$ cat src/rtl/rf_port_arbiter_pkg.sv
// Shared constants and FSM encoding for the register-file port arbiter.
// Default widths match a 16 x 16-bit register file.
package rf_port_arbiter_pkg;

  localparam int RF_NUM_REGS     = 16;
  localparam int RF_DATA_W       = 16;
  localparam int RF_ADDR_W       = 4;
  localparam int RF_STARVE_LIMIT = 4;
  localparam int CNT_W           = 4;
  localparam int R0              = 0;

  typedef enum logic [1:0] {
    ST_IDLE = 2'd0,
    ST_WAIT = 2'd1,
    ST_RESP = 2'd2
  } arb_state_e;

endpackage

$ cat src/rtl/rf_port_arbiter_if.sv
// Debug/host register-peek port: request channel plus valid/ready response channel.
// master = debug host side, slave = arbiter side.
interface rf_port_arbiter_if
  import rf_port_arbiter_pkg::*;
#(
  parameter int ADDR_W = RF_ADDR_W,
  parameter int DATA_W = RF_DATA_W
);

  logic              dbg_req;
  logic [ADDR_W-1:0] dbg_addr;
  logic              dbg_ready;
  logic              dbg_rsp_valid;
  logic [DATA_W-1:0] dbg_rsp_data;
  logic              dbg_rsp_ready;

  modport master (
    output dbg_req, dbg_addr, dbg_rsp_ready,
    input  dbg_ready, dbg_rsp_valid, dbg_rsp_data
  );

  modport slave (
    input  dbg_req, dbg_addr, dbg_rsp_ready,
    output dbg_ready, dbg_rsp_valid, dbg_rsp_data
  );

endinterface

$ cat src/rtl/rf_port_arbiter_dec.sv
// Binary address to one-hot bit-cell enable decoder with a global enable.
module rf_addr_decoder
  import rf_port_arbiter_pkg::*;
#(
  parameter int ADDR_W   = RF_ADDR_W,
  parameter int NUM_REGS = RF_NUM_REGS
) (
  input  logic                i_en,
  input  logic [ADDR_W-1:0]   i_addr,
  output logic [NUM_REGS-1:0] o_onehot
);

  always_comb begin
    o_onehot = '0;
    if (i_en) o_onehot[i_addr] = 1'b1;
  end

endmodule

$ cat src/rtl/rf_port_arbiter.sv
// Register-file port scheduler: decodes pipeline enables and lends read port 2 to debug.
// Build option: define RF_BYPASS_EN to forward same-cycle write data to readers.
//
// state   | meaning
// IDLE    | no debug transaction; debug granted when port 2 is idle
// WAIT    | debug pending behind pipeline port-2 reads; starvation counter running
// RESP    | captured debug data held until host takes it
module rf_port_arbiter
  import rf_port_arbiter_pkg::*;
#(
  parameter int NUM_REGS     = RF_NUM_REGS,
  parameter int DATA_W       = RF_DATA_W,
  parameter int ADDR_W       = RF_ADDR_W,
  parameter int STARVE_LIMIT = RF_STARVE_LIMIT
) (
  input  logic                i_clk,
  input  logic                i_rst,
  input  logic                i_rd1_req,
  input  logic [ADDR_W-1:0]   i_rd1_addr,
  input  logic                i_rd2_req,
  input  logic [ADDR_W-1:0]   i_rd2_addr,
  output logic [DATA_W-1:0]   o_rd1_data,
  output logic [DATA_W-1:0]   o_rd2_data,
  output logic                o_pipe_stall,
  input  logic                i_wr_en,
  input  logic [ADDR_W-1:0]   i_wr_addr,
  input  logic [DATA_W-1:0]   i_wr_data,
  rf_port_arbiter_if.slave    dbg,
  output logic [NUM_REGS-1:0] o_rf_wen,
  output logic [DATA_W-1:0]   o_rf_wdata,
  output logic [NUM_REGS-1:0] o_rf_ren1,
  output logic [NUM_REGS-1:0] o_rf_ren2,
  input  logic [DATA_W-1:0]   i_rf_bl1,
  input  logic [DATA_W-1:0]   i_rf_bl2
);

  localparam logic [ADDR_W-1:0] L_R0    = ADDR_W'(R0);
  localparam logic [CNT_W-1:0]  L_LIMIT = CNT_W'(STARVE_LIMIT);

  arb_state_e        r_state, w_state_nxt;
  logic [CNT_W-1:0]  r_starve_cnt, w_starve_nxt;
  logic [DATA_W-1:0] r_rsp_data;
  logic              w_dbg_ready, w_pipe_stall, w_dbg_accept;
  logic              w_wr_valid, w_rd1_hit, w_rd2_hit, w_dbg_hit;
  logic              w_ren2_en;
  logic [ADDR_W-1:0] w_ren2_addr;
  logic [DATA_W-1:0] w_dbg_value;

  assign w_wr_valid = i_wr_en && (i_wr_addr != L_R0);

`ifdef RF_BYPASS_EN
  assign w_rd1_hit = w_wr_valid && (i_rd1_addr == i_wr_addr);
  assign w_rd2_hit = w_wr_valid && (i_rd2_addr == i_wr_addr);
  assign w_dbg_hit = w_wr_valid && (dbg.dbg_addr == i_wr_addr);
`else
  assign w_rd1_hit = 1'b0;
  assign w_rd2_hit = 1'b0;
  assign w_dbg_hit = 1'b0;
`endif

  always_comb begin
    w_state_nxt  = r_state;
    w_starve_nxt = r_starve_cnt;
    w_dbg_ready  = 1'b0;
    w_pipe_stall = 1'b0;
    case (r_state)
      ST_IDLE: begin
        w_dbg_ready = !i_rd2_req;
        if (dbg.dbg_req) begin
          if (!i_rd2_req) begin
            w_state_nxt = ST_RESP;
          end else begin
            w_state_nxt  = ST_WAIT;
            w_starve_nxt = CNT_W'(1);
          end
        end
      end
      ST_WAIT: begin
        if (!dbg.dbg_req) begin
          w_state_nxt  = ST_IDLE;
          w_starve_nxt = '0;
        end else if (!i_rd2_req) begin
          w_dbg_ready  = 1'b1;
          w_state_nxt  = ST_RESP;
          w_starve_nxt = '0;
        end else if (r_starve_cnt == L_LIMIT) begin
          // pipeline has hogged port 2 long enough; stall it for one cycle
          w_dbg_ready  = 1'b1;
          w_pipe_stall = 1'b1;
          w_state_nxt  = ST_RESP;
          w_starve_nxt = '0;
        end else begin
          w_starve_nxt = r_starve_cnt + CNT_W'(1);
        end
      end
      ST_RESP: begin
        if (dbg.dbg_rsp_ready) w_state_nxt = ST_IDLE;
      end
      default: begin
        w_state_nxt  = ST_IDLE;
        w_starve_nxt = '0;
      end
    endcase
    if (i_rst) begin
      w_dbg_ready  = 1'b0;
      w_pipe_stall = 1'b0;
    end
  end

  always_ff @(posedge i_clk) begin
    if (i_rst) begin
      r_state      <= ST_IDLE;
      r_starve_cnt <= '0;
      r_rsp_data   <= '0;
    end else begin
      r_state      <= w_state_nxt;
      r_starve_cnt <= w_starve_nxt;
      if (w_dbg_accept) r_rsp_data <= w_dbg_value;
    end
  end

  assign w_dbg_accept = dbg.dbg_req && w_dbg_ready;
  assign w_ren2_en    = w_dbg_accept || i_rd2_req;
  assign w_ren2_addr  = w_dbg_accept ? dbg.dbg_addr : i_rd2_addr;
  assign w_dbg_value  = (dbg.dbg_addr == L_R0) ? '0 : (w_dbg_hit ? i_wr_data : i_rf_bl2);

  rf_addr_decoder #(.ADDR_W(ADDR_W), .NUM_REGS(NUM_REGS)) u_wr_dec (
    .i_en(w_wr_valid), .i_addr(i_wr_addr), .o_onehot(o_rf_wen)
  );

  rf_addr_decoder #(.ADDR_W(ADDR_W), .NUM_REGS(NUM_REGS)) u_rd1_dec (
    .i_en(i_rd1_req), .i_addr(i_rd1_addr), .o_onehot(o_rf_ren1)
  );

  rf_addr_decoder #(.ADDR_W(ADDR_W), .NUM_REGS(NUM_REGS)) u_rd2_dec (
    .i_en(w_ren2_en), .i_addr(w_ren2_addr), .o_onehot(o_rf_ren2)
  );

  // bitlines float whenever their port is unused, so gate them before they leave
  assign o_rd1_data = (!i_rd1_req || i_rd1_addr == L_R0) ? '0 :
                      (w_rd1_hit ? i_wr_data : i_rf_bl1);
  assign o_rd2_data = (!i_rd2_req || w_dbg_accept || i_rd2_addr == L_R0) ? '0 :
                      (w_rd2_hit ? i_wr_data : i_rf_bl2);

  assign o_rf_wdata        = i_wr_data;
  assign o_pipe_stall      = w_pipe_stall;
  assign dbg.dbg_ready     = w_dbg_ready;
  assign dbg.dbg_rsp_valid = (r_state == ST_RESP);
  assign dbg.dbg_rsp_data  = r_rsp_data;

endmodule

$ cat src/flat_wrapper.sv
// flat-port wrapper written by rule: the top's interface ports become plain ports
module rf_port_arbiter_flat import rf_port_arbiter_pkg::*;
#(
  parameter int NUM_REGS     = RF_NUM_REGS,
  parameter int DATA_W       = RF_DATA_W,
  parameter int ADDR_W       = RF_ADDR_W,
  parameter int STARVE_LIMIT = RF_STARVE_LIMIT
)
  (i_clk, i_rst, i_rd1_req, i_rd1_addr, i_rd2_req, i_rd2_addr, o_rd1_data, o_rd2_data, o_pipe_stall, i_wr_en, i_wr_addr, i_wr_data, o_rf_wen, o_rf_wdata, o_rf_ren1, o_rf_ren2, i_rf_bl1, i_rf_bl2, dbg_dbg_req, dbg_dbg_addr, dbg_dbg_rsp_ready, dbg_dbg_ready, dbg_dbg_rsp_valid, dbg_dbg_rsp_data);
  rf_port_arbiter_if #(.ADDR_W(ADDR_W), .DATA_W(DATA_W)) dbg_i ();
  input  logic i_clk;
  input  logic i_rst;
  input  logic i_rd1_req;
  input  logic [ADDR_W-1:0] i_rd1_addr;
  input  logic i_rd2_req;
  input  logic [ADDR_W-1:0] i_rd2_addr;
  output logic [DATA_W-1:0] o_rd1_data;
  output logic [DATA_W-1:0] o_rd2_data;
  output logic o_pipe_stall;
  input  logic i_wr_en;
  input  logic [ADDR_W-1:0] i_wr_addr;
  input  logic [DATA_W-1:0] i_wr_data;
  output logic [NUM_REGS-1:0] o_rf_wen;
  output logic [DATA_W-1:0] o_rf_wdata;
  output logic [NUM_REGS-1:0] o_rf_ren1;
  output logic [NUM_REGS-1:0] o_rf_ren2;
  input  logic [DATA_W-1:0] i_rf_bl1;
  input  logic [DATA_W-1:0] i_rf_bl2;
  input wire logic [$bits(dbg_i.dbg_req)-1:0] dbg_dbg_req;
  input wire logic [$bits(dbg_i.dbg_addr)-1:0] dbg_dbg_addr;
  input wire logic [$bits(dbg_i.dbg_rsp_ready)-1:0] dbg_dbg_rsp_ready;
  output wire logic [$bits(dbg_i.dbg_ready)-1:0] dbg_dbg_ready;
  output wire logic [$bits(dbg_i.dbg_rsp_valid)-1:0] dbg_dbg_rsp_valid;
  output wire logic [$bits(dbg_i.dbg_rsp_data)-1:0] dbg_dbg_rsp_data;
  assign dbg_i.dbg_req = dbg_dbg_req;
  assign dbg_i.dbg_addr = dbg_dbg_addr;
  assign dbg_i.dbg_rsp_ready = dbg_dbg_rsp_ready;
  assign dbg_dbg_ready = dbg_i.dbg_ready;
  assign dbg_dbg_rsp_valid = dbg_i.dbg_rsp_valid;
  assign dbg_dbg_rsp_data = dbg_i.dbg_rsp_data;
  rf_port_arbiter #(.NUM_REGS(NUM_REGS), .DATA_W(DATA_W), .ADDR_W(ADDR_W), .STARVE_LIMIT(STARVE_LIMIT)) u_core (.i_clk(i_clk), .i_rst(i_rst), .i_rd1_req(i_rd1_req), .i_rd1_addr(i_rd1_addr), .i_rd2_req(i_rd2_req), .i_rd2_addr(i_rd2_addr), .o_rd1_data(o_rd1_data), .o_rd2_data(o_rd2_data), .o_pipe_stall(o_pipe_stall), .i_wr_en(i_wr_en), .i_wr_addr(i_wr_addr), .i_wr_data(i_wr_data), .dbg(dbg_i), .o_rf_wen(o_rf_wen), .o_rf_wdata(o_rf_wdata), .o_rf_ren1(o_rf_ren1), .o_rf_ren2(o_rf_ren2), .i_rf_bl1(i_rf_bl1), .i_rf_bl2(i_rf_bl2));
endmodule
$ cat config.mk
export PLATFORM = sky130hd
export DESIGN_NAME = rf_port_arbiter_flat
export DESIGN_NICKNAME = d
export VERILOG_FILES = /design/src/rtl/rf_port_arbiter_pkg.sv /design/src/rtl/rf_port_arbiter_if.sv /design/src/rtl/rf_port_arbiter_dec.sv /design/src/rtl/rf_port_arbiter.sv /design/src/flat_wrapper.sv
export SDC_FILE = /design/constraint.sdc
export NUM_CORES = 1
export LEC_CHECK = 0
export CAP_MARGIN = 20
export CORE_MARGIN = 2
export CORE_UTILIZATION = 30
export DETAILED_ROUTE_END_ITERATION = 8
export PLACE_DENSITY = 0.9
export SLEW_MARGIN = 20
export SYNTH_ARGS = -nofsm -noshare
export SYNTH_HDL_FRONTEND = slang
export SYNTH_SLANG_ARGS = --single-unit
$ cat constraint.sdc
create_clock -name i_clk -period 2.1 [get_ports i_clk]
set_input_delay 0.21 -clock i_clk [delete_from_list [all_inputs] [get_ports i_clk]]
set_output_delay 0.21 -clock i_clk [all_outputs]
set_load 0.005 [all_outputs]
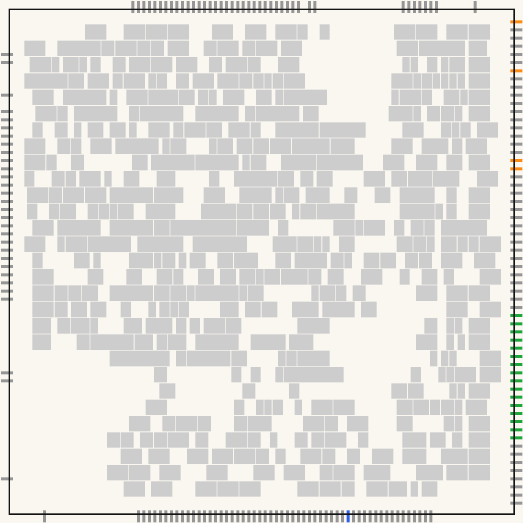
(pin map)
Scale: 6 px per um. Pins as bars across the die edge, other pins in grey.
| colour | port | pins | direction | edge |
|---|---|---|---|---|
| orange | `i_wr_addr` | 4 | input | east |
| green | `o_rf_ren1` | 16 | output | east |
| blue | `i_rd1_req` | 1 | input | south |
all pins by edge: 60 east, 55 south, 41 north, 30 west
Vert. Die Dim: 83.9 um
IO buf count: 152
Horiz. Die Dim: 83.9 um

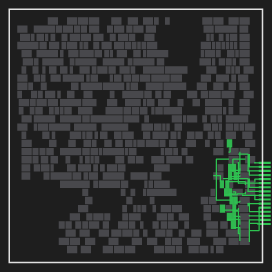
(port wiring)
Scale: 3 px per um.
| colour | port | bits | direction | edge | end cells | wire |
|---|---|---|---|---|---|---|
| green | `o_rf_ren1` | 16 | output | east | 16 | 219 um |
io pins: 186

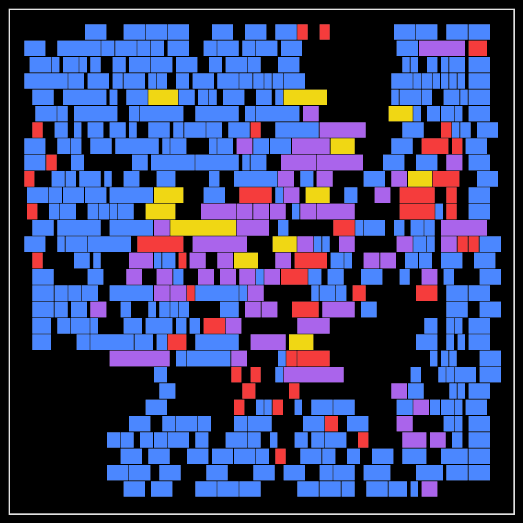
(sizing map)
Scale: 6 px per um.
| colour | size | cells | share | most used |
|---|---|---|---|---|
| yellow | x6 and larger | 12 | 2.7% | buf_6 |
| red | x2 | 42 | 9.3% | buf_2 |
| blue | x1 and smaller | 337 | 75% | clkdlybuf4s50_1 |
| purple | x3 and x4 | 59 | 13% | buf_4 |
worst setup margin: -0.0668 ns
Area growth syn-to-layout: 107%
Buffers, non-clock: 202
Design Area, Final: 3970 um^2

==> logic make-up (layout without fill, tap and decap cells) <==
| logic type | Yosys count | count (layout) | share of synthesized area (%) |
|---|---|---|---|
| other cells | 1 | 1 | 0.196 |
| buf+inv | 36 | 209 | 11.4 |
| flops | 22 | 22 | 23.0 |
| fa+ha+maj | 2 | 2 | 1.31 |
| compound gates | 27 | 29 | 10.3 |
| simple gates | 186 | 186 | 53.1 |
| mux | 1 | 1 | 0.784 |
==> power by group <==
part           switching (W)  total, W  internal (W)
clock               0.000133  0.000388      0.000254
sequential        0.00000748  0.000438      0.000431
combinational       0.000219  0.000516      0.000297
total               0.000360   0.00134      0.000982
==> flip-flops by register name (all words and copies together) (netlist names) <==
register                 flops
u_core.dbg.dbg_rsp_data     16
u_core.r_starve_cnt          4
u_core.r_state               2
==> cell usage after synthesis (2+ instances only) <==
| cell type | number |
|---|---|
| nand4b_1 | 2 |
| and2_1 | 32 |
| nor3_1 | 11 |
| buf_6 | 2 |
| buf_1 | 2 |
| nand3b_1 | 22 |
| buf_4 | 17 |
| buf_2 | 3 |
| a22oi_1 | 2 |
| o31ai_1 | 6 |
| nor4b_1 | 2 |
| o21ai_0 | 2 |
| nor2_1 | 42 |
| and3b_1 | 2 |
| nand2b_1 | 7 |
| nand2_1 | 22 |
| or3b_2 | 3 |
| nand4_1 | 2 |
| nor2b_1 | 5 |
| clkbuf_1 | 9 |
| a21oi_1 | 4 |
| inv_1 | 3 |
| nand3_1 | 25 |
| o41ai_1 | 2 |
| dfxtp_1 | 22 |
| nor3b_1 | 3 |
| ha_1 | 2 |
==> stage by stage <==
| stage | hold WS [ns] | setup WS, ns |
|---|---|---|
| floorplan | 0.333 | 0.356 |
| global placement | 0.420 | -0.586 |
| detailed placement | 0.420 | -0.733 |
| CTS | 0.420 | -0.0406 |
| global route | 0.420 | -0.145 |
| finish | 0.420 | -0.0668 |
==> routing by layer <==
layer  vias up  track usage (%)  routed length (um)
met1      1254             26.4                3300
met5         -                0                   0
met4         0             3.96                  89
li1       1282                -                   -
met3        10             2.57                 428
met2       113             40.0                4180
==> worst max-delay path by stage <==
stage                                        startpoint             end  slack (ns)  cells after the start
floorplan           u_core.r_starve_cnt[0]$_SDFFE_PP0P_  o_rd2_data[10]        0.36                      7
global placement                            dbg_dbg_req   o_rf_ren2[11]       -0.59                      6
detailed placement                          dbg_dbg_req   o_rd2_data[3]       -0.73                      6
CTS                 u_core.r_starve_cnt[1]$_SDFFE_PP0P_    o_rf_ren2[6]       -0.04                     10
global route        u_core.r_starve_cnt[1]$_SDFFE_PP0P_    o_rf_ren2[4]       -0.14                     10
finish              u_core.r_starve_cnt[1]$_SDFFE_PP0P_    o_rf_ren2[4]       -0.07                     10
==> what timing repair did <==
action                     CTS  global route
pin swaps                   16            11
buffers inserted            14             2
gates cloned                 2             0
resized                    123            41
setup endpoints to repair   38            53
==> critical path, cell delays in order, from the launching register on <==
cell      delay (ns)
dfxtp_2         0.33
inv_2           0.07
ha_4            0.13
nand4b_1        0.13
buf_6           0.17
buf_4           0.13
a21o_4          0.24
buf_6           0.12
a22oi_2         0.16
nor2_1          0.07
buf_2           0.14
==> results.yml <==
# physical design summary
detailed_routing:
  antenna_left: 0
  vias: 2659
  dr.pass1.iters: 4
job:
  warnings: 29
cells_and_area:
  logic_area_um2: 1520
  comb_cells: 219
  post-route-util_pct: 63.3
  diodes: 0
  layout_top_cell: "clkdlybuf4s50_1"
  flop-count: 22
  clock_cell_area_share_pct: 1.80
  stdcell_count: 527
  most-common-layout-cells: "112 x clkdlybuf4s50_1, 42 x buf_4, 40 x nor2_1, 32 x and2_1"
  nNetsFinal: 524
cts:
  cts.sinks: 22
  path_clk_slew_ns: 0.07
timing:
  setup_tns_ns: -0.238
  fmax_mhz: 462
  setup_viol: 8
  timing.final.ws_setup_ns: -0.0668
global_route:
  grt_use_total_pct: 21.4
  overflow: 0
setup_path:
  crit_required_ns: 1.89
  rr_worst_depth: 10
  reg2reg_setup_slack_ns: 0.29
  path_class: "flop to output pin"
  critPathArrivalTime_ns: 1.96
logic_synthesis:
  area_leaders: "dfxtp_1 23%, and2_1 10%, nand3b_1 8.6%"
  synthDistinctLibCells: 46
  largest_area_cell: "dfxtp_1"
  edf_count: 0
  yosys.area.top_type_share_pct: 23.0
place:
  hpwlAfterDp_um: 5570
run_status:
  failed_checks: "setup timing"
  status: "finished with violations"
die:
  chipArea_um2: 7040
power_and_ir_drop:
  power.leakage_nw: 1.63
Power is estimated from default activity; no workload was simulated.
